### Selected gate families

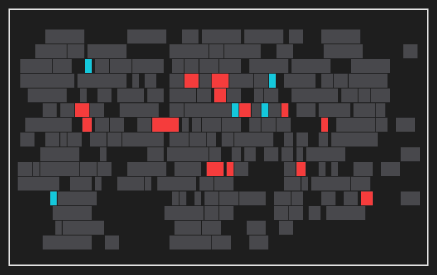
### PDN straps and rails

Pins as bars on the die edge.
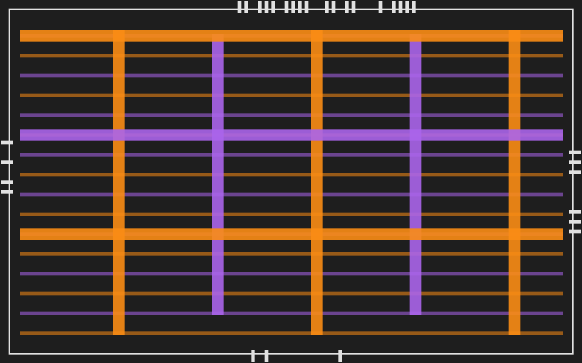
### Register map, names as in the netlist

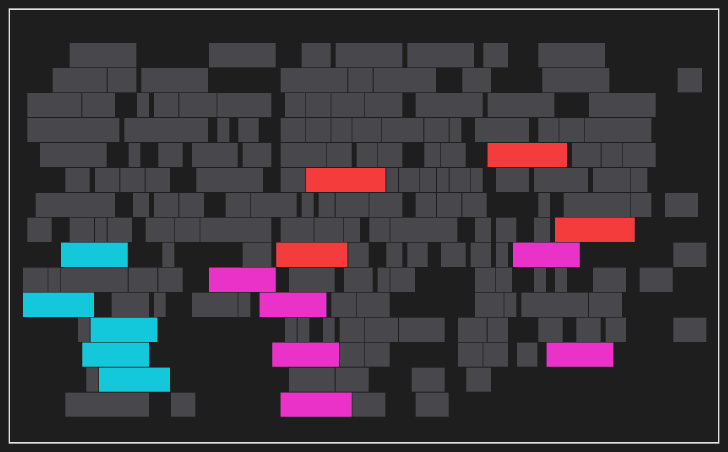
### Met1 routing

Supply wires on this layer in grey.
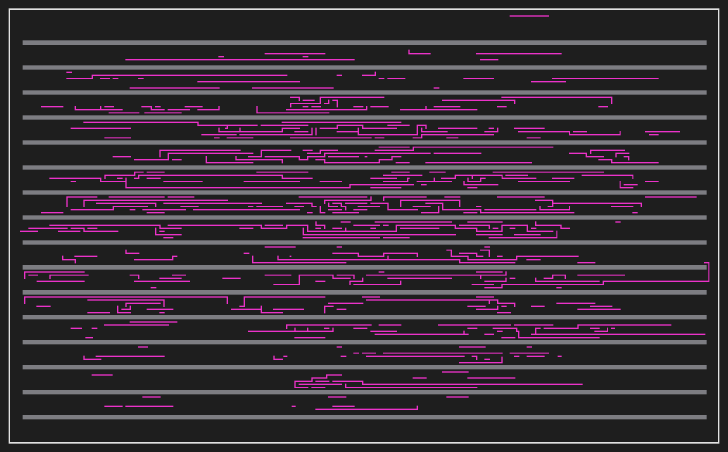
File: config.mk
export PLATFORM = sky130hd
export DESIGN_NAME = mips_multicycle_ctrl
export DESIGN_NICKNAME = d
export VERILOG_FILES = /design/src/rtl/mips_pkg.sv /design/src/rtl/mem_wait_timer.sv /design/src/rtl/mips_multicycle_ctrl.sv
export SDC_FILE = /design/constraint.sdc
export NUM_CORES = 1
export LEC_CHECK = 0
export CAP_MARGIN = 20
export CORE_ASPECT_RATIO = 0.6
export CORE_UTILIZATION = 30
export CTS_CLUSTER_SIZE = 12
export DETAILED_ROUTE_END_ITERATION = 6
export PLACE_DENSITY = 0.64
export SYNTH_ARGS = -nofsm -noshare
export SYNTH_HDL_FRONTEND = slang
export SYNTH_SLANG_ARGS = --single-unit
File: constraint.sdc
create_clock -name clk -period 2.1 [get_ports clk]
set_input_delay 0.525 -clock clk [delete_from_list [all_inputs] [get_ports clk]]
set_output_delay 0.525 -clock clk [all_outputs]
set_load 0.05 [all_outputs]
File: src/rtl/mips_pkg.sv
// Shared constants for the multicycle MIPS controller and its datapath:
// state encodings, opcodes, ALU/PC/operand select codes and the control bundle.
package mips_pkg;

    // FSM state encodings (also exported on the debug state port)
    localparam logic [3:0] S_FETCH    = 4'd0;
    localparam logic [3:0] S_DECODE   = 4'd1;
    localparam logic [3:0] S_MEM_ADDR = 4'd2;
    localparam logic [3:0] S_MEM_RD   = 4'd3;
    localparam logic [3:0] S_MEM_WB   = 4'd4;
    localparam logic [3:0] S_MEM_WR   = 4'd5;
    localparam logic [3:0] S_EXEC     = 4'd6;
    localparam logic [3:0] S_R_WB     = 4'd7;
    localparam logic [3:0] S_BRANCH   = 4'd8;
    localparam logic [3:0] S_JUMP     = 4'd9;
    localparam logic [3:0] S_IMM_EX   = 4'd10;
    localparam logic [3:0] S_IMM_WB   = 4'd11;
    localparam logic [3:0] S_TRAP     = 4'd12;

    // Opcode field values understood by the controller
    localparam logic [5:0] OP_RTYPE = 6'b000000;
    localparam logic [5:0] OP_LW    = 6'b100011;
    localparam logic [5:0] OP_SW    = 6'b101011;
    localparam logic [5:0] OP_BEQ   = 6'b000100;
    localparam logic [5:0] OP_BNE   = 6'b000101;
    localparam logic [5:0] OP_J     = 6'b000010;
    localparam logic [5:0] OP_ADDI  = 6'b001000;

    // ALU operation requests
    localparam logic [1:0] ALU_ADD   = 2'b00;
    localparam logic [1:0] ALU_SUB   = 2'b01;
    localparam logic [1:0] ALU_FUNCT = 2'b10;

    // PC source selects
    localparam logic [1:0] PC_ALU    = 2'b00;
    localparam logic [1:0] PC_ALUOUT = 2'b01;
    localparam logic [1:0] PC_JUMP   = 2'b10;

    // ALU operand B selects
    localparam logic [1:0] SRCB_REG    = 2'b00;
    localparam logic [1:0] SRCB_FOUR   = 2'b01;
    localparam logic [1:0] SRCB_IMM    = 2'b10;
    localparam logic [1:0] SRCB_IMM_SH = 2'b11;

    // All controller outputs except the debug state, grouped for one-place defaults
    typedef struct packed {
        logic       pc_en;
        logic       ir_write;
        logic       iord;
        logic       mem_read;
        logic       mem_write;
        logic       reg_dst;
        logic       reg_write;
        logic       mem_to_reg;
        logic       alu_src_a;
        logic       illegal_op;
        logic       bus_error;
        logic [1:0] alu_src_b;
        logic [1:0] alu_op;
        logic [1:0] pc_source;
    } ctrl_t;

    // States that wait on the memory handshake and are bounded by the timer
    function automatic logic is_mem_state(input logic [3:0] st);
        return (st == S_FETCH) || (st == S_MEM_RD) || (st == S_MEM_WR);
    endfunction

endpackage

File: src/rtl/mem_wait_timer.sv
// Counts cycles spent waiting on memory; expired flags the last allowed wait cycle.
module mem_wait_timer #(
    parameter int MEM_TIMEOUT = 16
) (
    input  logic clk,
    input  logic srst,
    input  logic clr,
    input  logic en,
    output logic expired
);
    localparam int              CW    = $clog2(MEM_TIMEOUT + 1);
    localparam logic [CW-1:0]   LIMIT = CW'(MEM_TIMEOUT - 1);

    logic [CW-1:0] count_q;
    logic [CW-1:0] count_d;

    // Clear wins over count; the counter saturates at the limit
    always_comb begin
        count_d = count_q;
        if (clr) begin
            count_d = '0;
        end else if (en && (count_q != LIMIT)) begin
            count_d = count_q + 1'b1;
        end
    end

    // Counter register
    always_ff @(posedge clk) begin
        if (srst) begin
            count_q <= '0;
        end else begin
            count_q <= count_d;
        end
    end

    assign expired = (count_q == LIMIT);

endmodule

File: src/rtl/mips_multicycle_ctrl.sv
// Multicycle MIPS control FSM with bounded memory waits and illegal-opcode trap.
module mips_multicycle_ctrl
    import mips_pkg::*;
#(
    parameter int MEM_TIMEOUT = 16
) (
    input  logic       clk,
    input  logic       reset,
    input  logic [5:0] opcode,
    input  logic       zero,
    input  logic       mem_ready,
    output logic       pc_en,
    output logic       ir_write,
    output logic       iord,
    output logic       mem_read,
    output logic       mem_write,
    output logic       reg_dst,
    output logic       reg_write,
    output logic       mem_to_reg,
    output logic       alu_src_a,
    output logic       illegal_op,
    output logic       bus_error,
    output logic [1:0] alu_src_b,
    output logic [1:0] alu_op,
    output logic [1:0] pc_source,
    output logic [3:0] state
);
    logic [3:0] state_q, state_d;
    logic [5:0] opcode_q, opcode_d;
    logic       expired;
    logic       mem_state;
    logic       stay_wait;
    logic       timeout;
    logic       timer_clr;
    ctrl_t      ctrl;

    assign mem_state = is_mem_state(state_q);
    // Still waiting and still within budget: keep counting in the same state
    assign stay_wait = mem_state & ~mem_ready & ~expired;
    // Last allowed cycle passed without a response: abandon the access
    assign timeout   = mem_state & ~mem_ready & expired;
    // Any cycle that is not a continued wait restarts the count, so every
    // memory state (including FETCH re-entered after a timeout) starts at 0
    assign timer_clr = ~stay_wait;

    mem_wait_timer #(
        .MEM_TIMEOUT(MEM_TIMEOUT)
    ) u_wait_timer (
        .clk     (clk),
        .srst    (reset),
        .clr     (timer_clr),
        .en      (stay_wait),
        .expired (expired)
    );

    // Next-state selection and opcode capture in DECODE
    always_comb begin
        state_d  = state_q;
        opcode_d = opcode_q;
        case (state_q)
            S_FETCH: begin
                if (mem_ready) state_d = S_DECODE;
            end
            S_DECODE: begin
                opcode_d = opcode;
                case (opcode)
                    OP_RTYPE:      state_d = S_EXEC;
                    OP_LW, OP_SW:  state_d = S_MEM_ADDR;
                    OP_BEQ, OP_BNE: state_d = S_BRANCH;
                    OP_J:          state_d = S_JUMP;
                    OP_ADDI:       state_d = S_IMM_EX;
                    default:       state_d = S_TRAP;
                endcase
            end
            S_MEM_ADDR: state_d = (opcode_q == OP_SW) ? S_MEM_WR : S_MEM_RD;
            S_MEM_RD: begin
                if (mem_ready)    state_d = S_MEM_WB;
                else if (timeout) state_d = S_FETCH;
            end
            S_MEM_WB: state_d = S_FETCH;
            S_MEM_WR: begin
                if (mem_ready || timeout) state_d = S_FETCH;
            end
            S_EXEC:   state_d = S_R_WB;
            S_R_WB:   state_d = S_FETCH;
            S_BRANCH: state_d = S_FETCH;
            S_JUMP:   state_d = S_FETCH;
            S_IMM_EX: state_d = S_IMM_WB;
            S_IMM_WB: state_d = S_FETCH;
            S_TRAP:   state_d = S_TRAP;
            default:  state_d = S_FETCH;
        endcase
    end

    // Per-state control outputs, then timeout and reset write suppression
    always_comb begin
        ctrl = '0;
        case (state_q)
            S_FETCH: begin
                ctrl.mem_read  = 1'b1;
                ctrl.alu_src_b = SRCB_FOUR;
                ctrl.alu_op    = ALU_ADD;
                ctrl.pc_source = PC_ALU;
                ctrl.ir_write  = mem_ready;
                ctrl.pc_en     = mem_ready;
            end
            S_DECODE: begin
                ctrl.alu_src_b = SRCB_IMM_SH;
                ctrl.alu_op    = ALU_ADD;
            end
            S_MEM_ADDR, S_IMM_EX: begin
                ctrl.alu_src_a = 1'b1;
                ctrl.alu_src_b = SRCB_IMM;
                ctrl.alu_op    = ALU_ADD;
            end
            S_MEM_RD: begin
                ctrl.iord     = 1'b1;
                ctrl.mem_read = 1'b1;
            end
            S_MEM_WB: begin
                ctrl.reg_write  = 1'b1;
                ctrl.mem_to_reg = 1'b1;
            end
            S_MEM_WR: begin
                ctrl.iord      = 1'b1;
                ctrl.mem_write = 1'b1;
            end
            S_EXEC: begin
                ctrl.alu_src_a = 1'b1;
                ctrl.alu_src_b = SRCB_REG;
                ctrl.alu_op    = ALU_FUNCT;
            end
            S_R_WB: begin
                ctrl.reg_write = 1'b1;
                ctrl.reg_dst   = 1'b1;
            end
            S_BRANCH: begin
                ctrl.alu_src_a = 1'b1;
                ctrl.alu_src_b = SRCB_REG;
                ctrl.alu_op    = ALU_SUB;
                ctrl.pc_source = PC_ALUOUT;
                ctrl.pc_en     = (opcode_q == OP_BNE) ? ~zero : zero;
            end
            S_JUMP: begin
                ctrl.pc_source = PC_JUMP;
                ctrl.pc_en     = 1'b1;
            end
            S_IMM_WB: begin
                ctrl.reg_write = 1'b1;
            end
            S_TRAP: begin
                ctrl.illegal_op = 1'b1;
            end
            default: ;
        endcase
        if (timeout) begin
            ctrl.bus_error = 1'b1;
            ctrl.mem_write = 1'b0;
            ctrl.reg_write = 1'b0;
            ctrl.ir_write  = 1'b0;
            ctrl.pc_en     = 1'b0;
        end
        if (reset) begin
            ctrl.pc_en     = 1'b0;
            ctrl.ir_write  = 1'b0;
            ctrl.mem_write = 1'b0;
            ctrl.reg_write = 1'b0;
            ctrl.bus_error = 1'b0;
        end
    end

    // State and latched opcode registers
    always_ff @(posedge clk) begin
        if (reset) begin
            state_q  <= S_FETCH;
            opcode_q <= '0;
        end else begin
            state_q  <= state_d;
            opcode_q <= opcode_d;
        end
    end

    assign pc_en      = ctrl.pc_en;
    assign ir_write   = ctrl.ir_write;
    assign iord       = ctrl.iord;
    assign mem_read   = ctrl.mem_read;
    assign mem_write  = ctrl.mem_write;
    assign reg_dst    = ctrl.reg_dst;
    assign reg_write  = ctrl.reg_write;
    assign mem_to_reg = ctrl.mem_to_reg;
    assign alu_src_a  = ctrl.alu_src_a;
    assign illegal_op = ctrl.illegal_op;
    assign bus_error  = ctrl.bus_error;
    assign alu_src_b  = ctrl.alu_src_b;
    assign alu_op     = ctrl.alu_op;
    assign pc_source  = ctrl.pc_source;
    assign state      = state_q;

endmodule

==> summary.txt <==
fresh numbers from the pnr run: register area ~320 µm², gr busiest metal met2, DR top layer met4, Clk pwr share 0.215, max cap viols 0, number of enable flip-flop cells 0, family with the most delay on the worst path simple AND/OR/NAND/NOR gates, Final clock-cell share 0.02342, maximum clock path buffer count 2, CP endpoint kind output port, Non-clk bufs between 50 and 60, Leak around 0.00074 µW, setup TNS -0.6494 ns, and+or+nand+nor area frac 0.3522, count leader, synth nor2_1, CTS tree built, Cell Area, Synth 1016 µm², outcome finished, violations left, met3 WL post-DR around 250 µm, final-layout clock buffer total 3, Synth cell types between 40 and 50, Slew Viols, Final 0, met2 wire length 1.690 mm, Hold Startpoint opcode_q[4], fraction of the yosys area taken by sequential cells 0.2956, violated checks setup timing, YS warnings 0, row count 15, Signal buf overhead 0.3361, Final GP Congestion about 0.90, Iter 0 DRT Violations 54, clock-pin slew on the worst setup and hold paths 0.07 ns, Yosys top cell by area dfxtp_1, Post-synth ARST share 0, Mux area share 0.06897, peak fanout along the critical path 2, Die W between 70 and 80 µm, CTS Buf Count 3, clock tree root driver cell clkbuf_8, vias 1174, num ports 31, ys flop type dfxtp_1, Worst Tran Pin Value between 0.3 and 0.4 ns, Fin Hold WS roughly 0.50 ns, seq_cells 15, # setup viols final 4, worst reg2reg path endpoint state[1], Final period util 1.225, Log Warnings 29, fill count roughly 240, met1 Resource Use GR 0.2651, Critical Path Source Type flip-flop, DP Wirelength roughly 2.8 mm, Gate Count Post-Synth between 100 and 150, die area approximately 3600 µm², PD cells between 500 and 600 nW/µm², largest family of logic cells by area simple AND/OR/NAND/NOR gates, post-synthesis register bit count 15, total power 1106 µW, CP cell instances or4b_4 -> o21ai_2 -> or3b_4 -> o2111a_2 -> buf_12, crit path DAT between 2 and 2.5 ns, number of global-route vias before repair 1112, buffer count from post-CTS setup fixing 7, sequential fraction of design power 0.310, largest net degree at the start of global routing 16, final WL ~3.6 mm, Hold WC Path Type reg -> reg, core area slightly above 3000 µm², max reg flops 6, reg2reg path depth 9, Max VDD drop 0.4668 mV, top cells, area dfxtp_1, nor2_1, mux2i_1, Peak Freq 388.8 MHz, Endpoint, Worst Hold opcode_q[4], worst reg2reg setup slack 0.08 ns, die height about 47 µm, Pre-antenna DRT Iters 4, hold path depth 2, crit path kind reg -> out, vias per std cell roughly 5.2, PnR worst setup slack -0.4719 ns, R2R Path Start u_wait_timer.count_q[0], Top reg by flops opcode_q
Back to the opening pictures, 'Selected gate families':
- cyan: inverters (cells 5; most used inv_1)
- red: NAND gates (cells 13)
most common logic cell in the routed design: buf_4
fraction of area in multi-input gates: 0.4443
Layout Cells excl Fill: 224

Back to the opening pictures, 'PDN straps and rails':
- orange: VSS
- purple: VDD
- met5 straps: 3
- met4 straps: 5
- rows: 15

Back to the opening pictures, 'Register map, names as in the netlist':
- red: state (placed flops 4)
- magenta: opcode_q (placed flops 6)
- cyan: u_wait_timer.count_q (placed flops 5; where south-west)

Back to the opening pictures, 'Met1 routing':
- longest straight run: 24.8 µm
- nets with wire on the layer: 178
- main direction: horizontal

Power and IR drop assume default switching activity.
